===== src/rtl/dmem_arbiter_if.sv =====
// Bus bundle between the M-stage data memory arbiter and its surroundings
// (CPU load/store path, burst DMA engine and the single-port data memory).
// The arbiter takes the slave view; whatever drives the CPU, DMA and memory
// side takes the master view.
interface dmem_arbiter_if #(
    parameter int LEN_W = 6
);
    // CPU load/store path
    logic             cpu_req;
    logic             cpu_write;
    logic [31:0]      cpu_addr;
    logic [31:0]      cpu_wdata;
    logic [31:0]      cpu_rdata;
    logic             cpu_stall;
    // burst DMA engine
    logic             dma_start;
    logic             dma_write;
    logic [31:0]      dma_base;
    logic [LEN_W-1:0] dma_len;
    logic [31:0]      dma_wdata;
    logic             dma_beat;
    logic [31:0]      dma_rdata;
    logic             dma_busy;
    logic             dma_done;
    // single-port data memory
    logic             mem_write;
    logic [31:0]      mem_address;
    logic [31:0]      mem_write_data;
    logic [31:0]      mem_read_data;

    modport slave (
        input  cpu_req, cpu_write, cpu_addr, cpu_wdata,
        output cpu_rdata, cpu_stall,
        input  dma_start, dma_write, dma_base, dma_len, dma_wdata,
        output dma_beat, dma_rdata, dma_busy, dma_done,
        output mem_write, mem_address, mem_write_data,
        input  mem_read_data
    );

    modport master (
        output cpu_req, cpu_write, cpu_addr, cpu_wdata,
        input  cpu_rdata, cpu_stall,
        output dma_start, dma_write, dma_base, dma_len, dma_wdata,
        input  dma_beat, dma_rdata, dma_busy, dma_done,
        input  mem_write, mem_address, mem_write_data,
        output mem_read_data
    );
endinterface


===== src/rtl/dmem_arbiter.sv =====
// M-stage data memory arbiter: the CPU has fixed priority, DMA bursts use
// idle CPU cycles, and a starvation counter forces one DMA beat (stalling
// the CPU) after WAIT_MAX consecutive denied cycles.
// Optional macro DMEM_ARB_STATS_EN adds a saturating 16-bit stall_count port.
module dmem_arbiter #(
    parameter int WAIT_MAX = 8,
    parameter int LEN_W    = 6
) (
    input  logic             clk,
    input  logic             reset,
    dmem_arbiter_if.slave    bus
`ifdef DMEM_ARB_STATS_EN
    ,
    output logic [15:0]      stall_count
`endif
);

    localparam logic [7:0] WAIT_LIM = 8'(WAIT_MAX);

    typedef enum logic [1:0] {IDLE, RUN, DONE} state_t;

    state_t           state_q, state_d;
    logic [31:0]      cur_addr;
    logic [LEN_W-1:0] remaining;
    logic [7:0]       wait_cnt;
    logic             dma_wr_q;
    logic             grant_dma;
    logic             start_ok;

    assign start_ok  = bus.dma_start && (bus.dma_len != '0);
    // Starvation override only applies while a burst is running.
    assign grant_dma = (state_q == RUN) && (!bus.cpu_req || (wait_cnt == WAIT_LIM));

    // FSM state register
    always_ff @(posedge clk or negedge reset) begin
        if (!reset) state_q <= IDLE;
        else        state_q <= state_d;
    end

    // Next-state logic: a beat with one word left ends the burst
    always_comb begin
        state_d = state_q;
        case (state_q)
            IDLE:    if (start_ok) state_d = RUN;
            RUN:     if (grant_dma && (remaining == LEN_W'(1))) state_d = DONE;
            DONE:    state_d = IDLE;
            default: state_d = IDLE;
        endcase
    end

    // Burst datapath: address, remaining count, starvation counter
    always_ff @(posedge clk or negedge reset) begin
        if (!reset) begin
            cur_addr  <= '0;
            remaining <= '0;
            wait_cnt  <= '0;
            dma_wr_q  <= 1'b0;
        end else if (state_q == IDLE) begin
            if (start_ok) begin
                cur_addr  <= bus.dma_base & 32'hFFFF_FFFC;
                remaining <= bus.dma_len;
                dma_wr_q  <= bus.dma_write;
                wait_cnt  <= '0;
            end
        end else if (state_q == RUN) begin
            if (grant_dma) begin
                cur_addr  <= cur_addr + 32'd4;
                remaining <= remaining - LEN_W'(1);
                wait_cnt  <= '0;
            end else if (bus.cpu_req && (wait_cnt != WAIT_LIM)) begin
                wait_cnt  <= wait_cnt + 8'd1;
            end
        end
    end

    // Memory port mux and handshake outputs
    always_comb begin
        bus.mem_address    = bus.cpu_addr;
        bus.mem_write_data = bus.cpu_wdata;
        bus.mem_write      = bus.cpu_req && bus.cpu_write;
        bus.cpu_stall      = 1'b0;
        bus.dma_beat       = 1'b0;
        if (grant_dma) begin
            bus.mem_address    = cur_addr;
            bus.mem_write_data = bus.dma_wdata;
            bus.mem_write      = dma_wr_q;
            bus.cpu_stall      = bus.cpu_req;
            bus.dma_beat       = 1'b1;
        end
    end

    assign bus.cpu_rdata = bus.mem_read_data;
    assign bus.dma_rdata = bus.mem_read_data;
    assign bus.dma_busy  = (state_q != IDLE);
    assign bus.dma_done  = (state_q == DONE);

`ifdef DMEM_ARB_STATS_EN
    // Count stalled CPU cycles, holding at the top value
    always_ff @(posedge clk or negedge reset) begin
        if (!reset)                                     stall_count <= '0;
        else if (bus.cpu_stall && stall_count != 16'hFFFF) stall_count <= stall_count + 16'd1;
    end
`endif

endmodule


===== src/flat_wrapper.sv =====
// flat-port wrapper written by rule: the top's interface ports become plain ports
module dmem_arbiter_flat 
#(
    parameter int WAIT_MAX = 8,
    parameter int LEN_W    = 6
)
  (clk, reset, bus_cpu_req, bus_cpu_write, bus_cpu_addr, bus_cpu_wdata, bus_cpu_rdata, bus_cpu_stall, bus_dma_start, bus_dma_write, bus_dma_base, bus_dma_len, bus_dma_wdata, bus_dma_beat, bus_dma_rdata, bus_dma_busy, bus_dma_done, bus_mem_write, bus_mem_address, bus_mem_write_data, bus_mem_read_data);
  dmem_arbiter_if #(.LEN_W(LEN_W)) bus_i ();
  input  logic clk;
  input  logic reset;
  input wire logic [$bits(bus_i.cpu_req)-1:0] bus_cpu_req;
  input wire logic [$bits(bus_i.cpu_write)-1:0] bus_cpu_write;
  input wire logic [$bits(bus_i.cpu_addr)-1:0] bus_cpu_addr;
  input wire logic [$bits(bus_i.cpu_wdata)-1:0] bus_cpu_wdata;
  output wire logic [$bits(bus_i.cpu_rdata)-1:0] bus_cpu_rdata;
  output wire logic [$bits(bus_i.cpu_stall)-1:0] bus_cpu_stall;
  input wire logic [$bits(bus_i.dma_start)-1:0] bus_dma_start;
  input wire logic [$bits(bus_i.dma_write)-1:0] bus_dma_write;
  input wire logic [$bits(bus_i.dma_base)-1:0] bus_dma_base;
  input wire logic [$bits(bus_i.dma_len)-1:0] bus_dma_len;
  input wire logic [$bits(bus_i.dma_wdata)-1:0] bus_dma_wdata;
  output wire logic [$bits(bus_i.dma_beat)-1:0] bus_dma_beat;
  output wire logic [$bits(bus_i.dma_rdata)-1:0] bus_dma_rdata;
  output wire logic [$bits(bus_i.dma_busy)-1:0] bus_dma_busy;
  output wire logic [$bits(bus_i.dma_done)-1:0] bus_dma_done;
  output wire logic [$bits(bus_i.mem_write)-1:0] bus_mem_write;
  output wire logic [$bits(bus_i.mem_address)-1:0] bus_mem_address;
  output wire logic [$bits(bus_i.mem_write_data)-1:0] bus_mem_write_data;
  input wire logic [$bits(bus_i.mem_read_data)-1:0] bus_mem_read_data;
  assign bus_i.cpu_req = bus_cpu_req;
  assign bus_i.cpu_write = bus_cpu_write;
  assign bus_i.cpu_addr = bus_cpu_addr;
  assign bus_i.cpu_wdata = bus_cpu_wdata;
  assign bus_cpu_rdata = bus_i.cpu_rdata;
  assign bus_cpu_stall = bus_i.cpu_stall;
  assign bus_i.dma_start = bus_dma_start;
  assign bus_i.dma_write = bus_dma_write;
  assign bus_i.dma_base = bus_dma_base;
  assign bus_i.dma_len = bus_dma_len;
  assign bus_i.dma_wdata = bus_dma_wdata;
  assign bus_dma_beat = bus_i.dma_beat;
  assign bus_dma_rdata = bus_i.dma_rdata;
  assign bus_dma_busy = bus_i.dma_busy;
  assign bus_dma_done = bus_i.dma_done;
  assign bus_mem_write = bus_i.mem_write;
  assign bus_mem_address = bus_i.mem_address;
  assign bus_mem_write_data = bus_i.mem_write_data;
  assign bus_i.mem_read_data = bus_mem_read_data;
  dmem_arbiter #(.WAIT_MAX(WAIT_MAX), .LEN_W(LEN_W)) u_core (.clk(clk), .reset(reset), .bus(bus_i));
endmodule

===== config.mk =====
export PLATFORM = sky130hd
export DESIGN_NAME = dmem_arbiter_flat
export DESIGN_NICKNAME = d
export VERILOG_FILES = /design/src/rtl/dmem_arbiter_if.sv /design/src/rtl/dmem_arbiter.sv /design/src/flat_wrapper.sv
export SDC_FILE = /design/constraint.sdc
export NUM_CORES = 1
export LEC_CHECK = 0
export ABC_CLOCK_PERIOD_IN_PS = 4600
export CAP_MARGIN = 25
export CORE_AREA = 2 2 118 120
export DETAILED_ROUTE_END_ITERATION = 10
export DIE_AREA = 0 0 120 122
export PLACE_DENSITY = 0.76
export SYNTH_ARGS = -nofsm -noshare
export SYNTH_HDL_FRONTEND = slang
export SYNTH_SLANG_ARGS = --single-unit

===== constraint.sdc =====
create_clock -name clk -period 4.6 [get_ports clk]
set_input_delay 0.46 -clock clk [delete_from_list [all_inputs] [get_ports clk]]
set_output_delay 0.46 -clock clk [all_outputs]
set_load 0.03 [all_outputs]

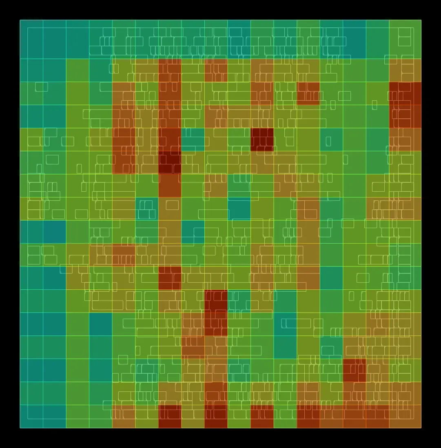
*Track usage over the die*
Top Usage Layer GRT: met2
Routed WL per cell: 15.3 um

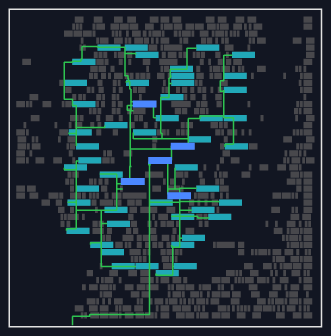
*Clock distribution*
Key: blue = cells driving clock nets [count 5]; green = clock wires [length 682 um]; cyan = flip-flops [count 47]
There are 6 routed clock nets.

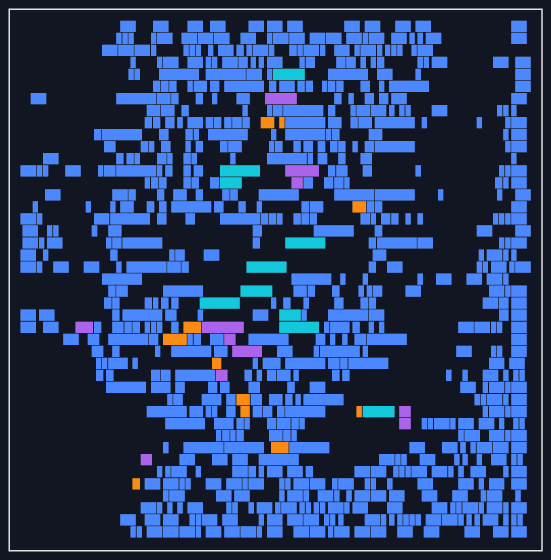
*Cells by drive strength*
Key: purple = drive 3 to 4 [cells 11]; orange = drive 2 [cells 11]; cyan = drive 6 and up [cells 10]; blue = drive 1 or less [cells 702]

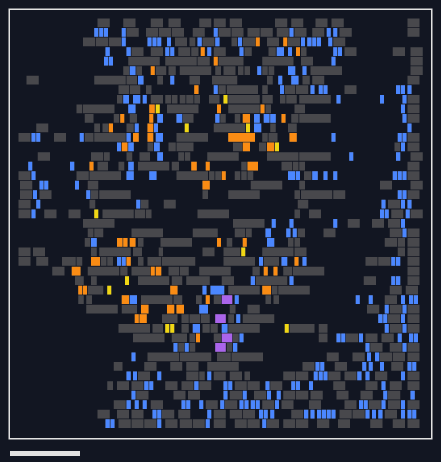
*Logic cells by family*
The bar under the picture is 20 um long.
Key: yellow = inverters [cells 12, most used inv_1]; blue = NAND gates [cells 243, most used nand2_1, where widely spread]; orange = NOR gates [cells 54, most used nor2_1]; purple = XOR/XNOR gates [cells 4, most used xnor2_1, where south]

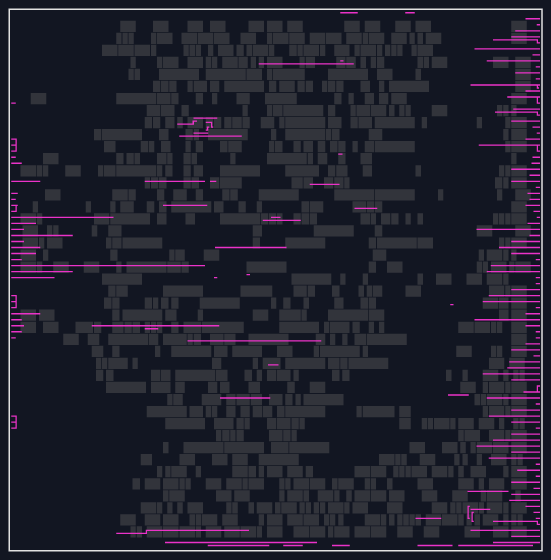
*Signal wires on met3*
The layer holds 7.1% of the routed length. 129 nets have wire on it. The longest straight run is 43.5 um. The wires run mostly horizontal. The layer carries 988 um of wire.

## layer usage
metal | GRT usage | part of all wire | vias to the layer above
li1 | - | - | 2253
met1 | 0.237 | 0.43 | 2037
met2 | 0.315 | 0.47 | 180
met4 | 0.0581 | 0.021 | 0
met3 | 0.0370 | 0.071 | 21
met5 | 0 | 0 | -
## cell usage after synthesis (2+ instances only)
cell type | count | area share
o21ai_1 | 6 | 0.0072
ha_1 | 5 | 0.015
clkbuf_1 | 17 | 0.015
inv_1 | 11 | 0.0099
a22oi_1 | 5 | 0.0090
dfrtp_1 | 47 | 0.28
nor3_1 | 9 | 0.011
nor2b_1 | 5 | 0.0075
o22ai_1 | 9 | 0.013
or3_1 | 3 | 0.0045
o22a_1 | 7 | 0.015
a22o_1 | 2 | 0.0042
o21ai_0 | 34 | 0.041
buf_6 | 3 | 0.0081
nand3_1 | 17 | 0.020
nor4_1 | 5 | 0.0075
nand2_1 | 212 | 0.19
xnor2_1 | 3 | 0.0063
nor2_1 | 30 | 0.027
and3_1 | 6 | 0.0090
and2_1 | 3 | 0.0045
buf_2 | 9 | 0.011
buf_4 | 66 | 0.12
nor3b_1 | 3 | 0.0054
a2bb2oi_1 | 5 | 0.010
a21oi_1 | 38 | 0.046
nand4_1 | 12 | 0.018
a31oi_1 | 6 | 0.0090
## registers in the layout, summed over array words and instances (netlist names)
name	flops
u_core.cur_addr	30
u_core.wait_cnt	8
u_core.remaining	6
u_core.state_q	2
u_core.dma_wr_q	1
## metrics by stage
stage          instances  hold slack, ns  setup slack [ns]
6_report             914           0.277              1.09
5_1_grt              914           0.344             0.900
4_1_cts              912           0.308              1.07
3_5_place_dp         904           0.499              1.36
3_3_place_gp         904           0.493              1.37
2_1_floorplan        607           0.164              2.00
## power breakdown
group / internal (uW) / total (uW) / leakage (uW) / switching (uW)
clock network: 232 / 385 / 0.0000772 / 154
registers: 584 / 817 / 0.000571 / 233
logic: 628 / 1450 / 0.00196 / 819
total: 1440 / 2650 / 0.00260 / 1210
## logic make-up (layout without fill, tap and decap cells)
| kind of cell | Yosys count | after routing | synth area share |
|---|---|---|---|
| compound gates | 131 | 131 | 0.205 |
| buf+inv | 108 | 235 | 0.165 |
| simple gates | 311 | 311 | 0.322 |
| flops | 47 | 47 | 0.282 |
| mux | 1 | 1 | 0.00270 |
| fa+ha+maj | 5 | 5 | 0.0150 |
| xor+xnor | 4 | 4 | 0.00840 |
## worst paths after layout
path                                                 from                        endpoint
max                        u_core.wait_cnt[4]$_DFFE_PN0P_          bus_mem_write_data[29]
min                                                 reset  u_core.wait_cnt[0]$_DFFE_PN0P_
max reg2reg                u_core.wait_cnt[4]$_DFFE_PN0P_  u_core.cur_addr[2]$_DFFE_PN0P_
min reg2reg                   u_core.dma_wr_q$_DFFE_PN0P_     u_core.dma_wr_q$_DFFE_PN0P_
max in group asynchronous                           reset  u_core.cur_addr[7]$_DFFE_PN0P_
min in group clk              u_core.dma_wr_q$_DFFE_PN0P_     u_core.dma_wr_q$_DFFE_PN0P_
==> qor.csv <==
stage;metric;value;unit
status;result_of_the_run;completed;
logic_synthesis;synth.cell_area;4170;sq um
logic_synthesis;syn-num-nets;784;
detailed_routing;detail_route.wirelength;14000;um
layout;nonClockBufferCount;215;
layout;buffer_area_frac;0.356;
logic_synthesis;async_flop_share;1.00;
grt;first_global_vias;4144;
clock_tree;post_cts_resized;0;
logic_synthesis;numSynthFlops;47;
worst_setup_path;worst-path-buf-inv;3;
layout;clock_area_frac;0.0257;
detailed_routing;remaining_drc_errors;0;
grt;grt.total_usage;0.186;
clock_tree;cts-hold-fix-buffers;0;
power_and_ir_drop;power-per-cell-area;436;nW/um^2
grt;grt_first_pass_wirelength;21800;um
worst_setup_path;crit_top_cell;nand2_1;
layout;register_area;1180;sq um
layout;insertedDiodeCount;0;
logic_synthesis;synth-edff-count;0;
logic_synthesis;dominantRegCellSynth;dfrtp_1;
logic_synthesis;synth.yosys.num_cells;607;
power_and_ir_drop;power.static_leakage;0.00260;uW
clock_tree;worst_setup_hold_path_clk_slew;0.06;ns
worst_setup_path;worstPathArrival;3.05;ns
logic_synthesis;seq_share_synth;0.282;
layout;seqAreaFraction;0.193;
final_timing;setup_tns;0;ns
clock_tree;cts_post_setup_buffers_inserted;0;
detailed_routing;initialDrtViolationCount;334;
job;drv_cap;0;
worst_setup_path;worstSetupEndpointType;output port;
layout;n_multi_input_combinational_cell;452;
layout;layout_top_cell;nand2_1;
layout;n_all_inverters;12;
worst_setup_path;crit_required;4.14;ns
layout;postLayoutCoreUtil;0.450;
floorplanning;die-area;14600;sq um
final_timing;finalSetupViolations;0;
grt;grt_antenna_before_repair;0;
worst_setup_path;critPathKind;flip-flop to output port;
placement;hpwl;10400;um
layout;dominant-cell-class;combinational gates;
layout;final.fill_count;1337;
detailed_routing;ant_nets;0;
layout;combinational_fraction_of_the_cell_area;0.381;
layout;finish.instance_area;6080;sq um
worst_setup_path;r2r.worst_path.cells;7;
logic_synthesis;synth_warnings;0;
power_and_ir_drop;p_total;2650;uW
final_timing;timing.final.max_slew_violations;0;
floorplanning;tap_cells;180;
Power figures rest on the tool's default switching activity, not on a simulated workload.
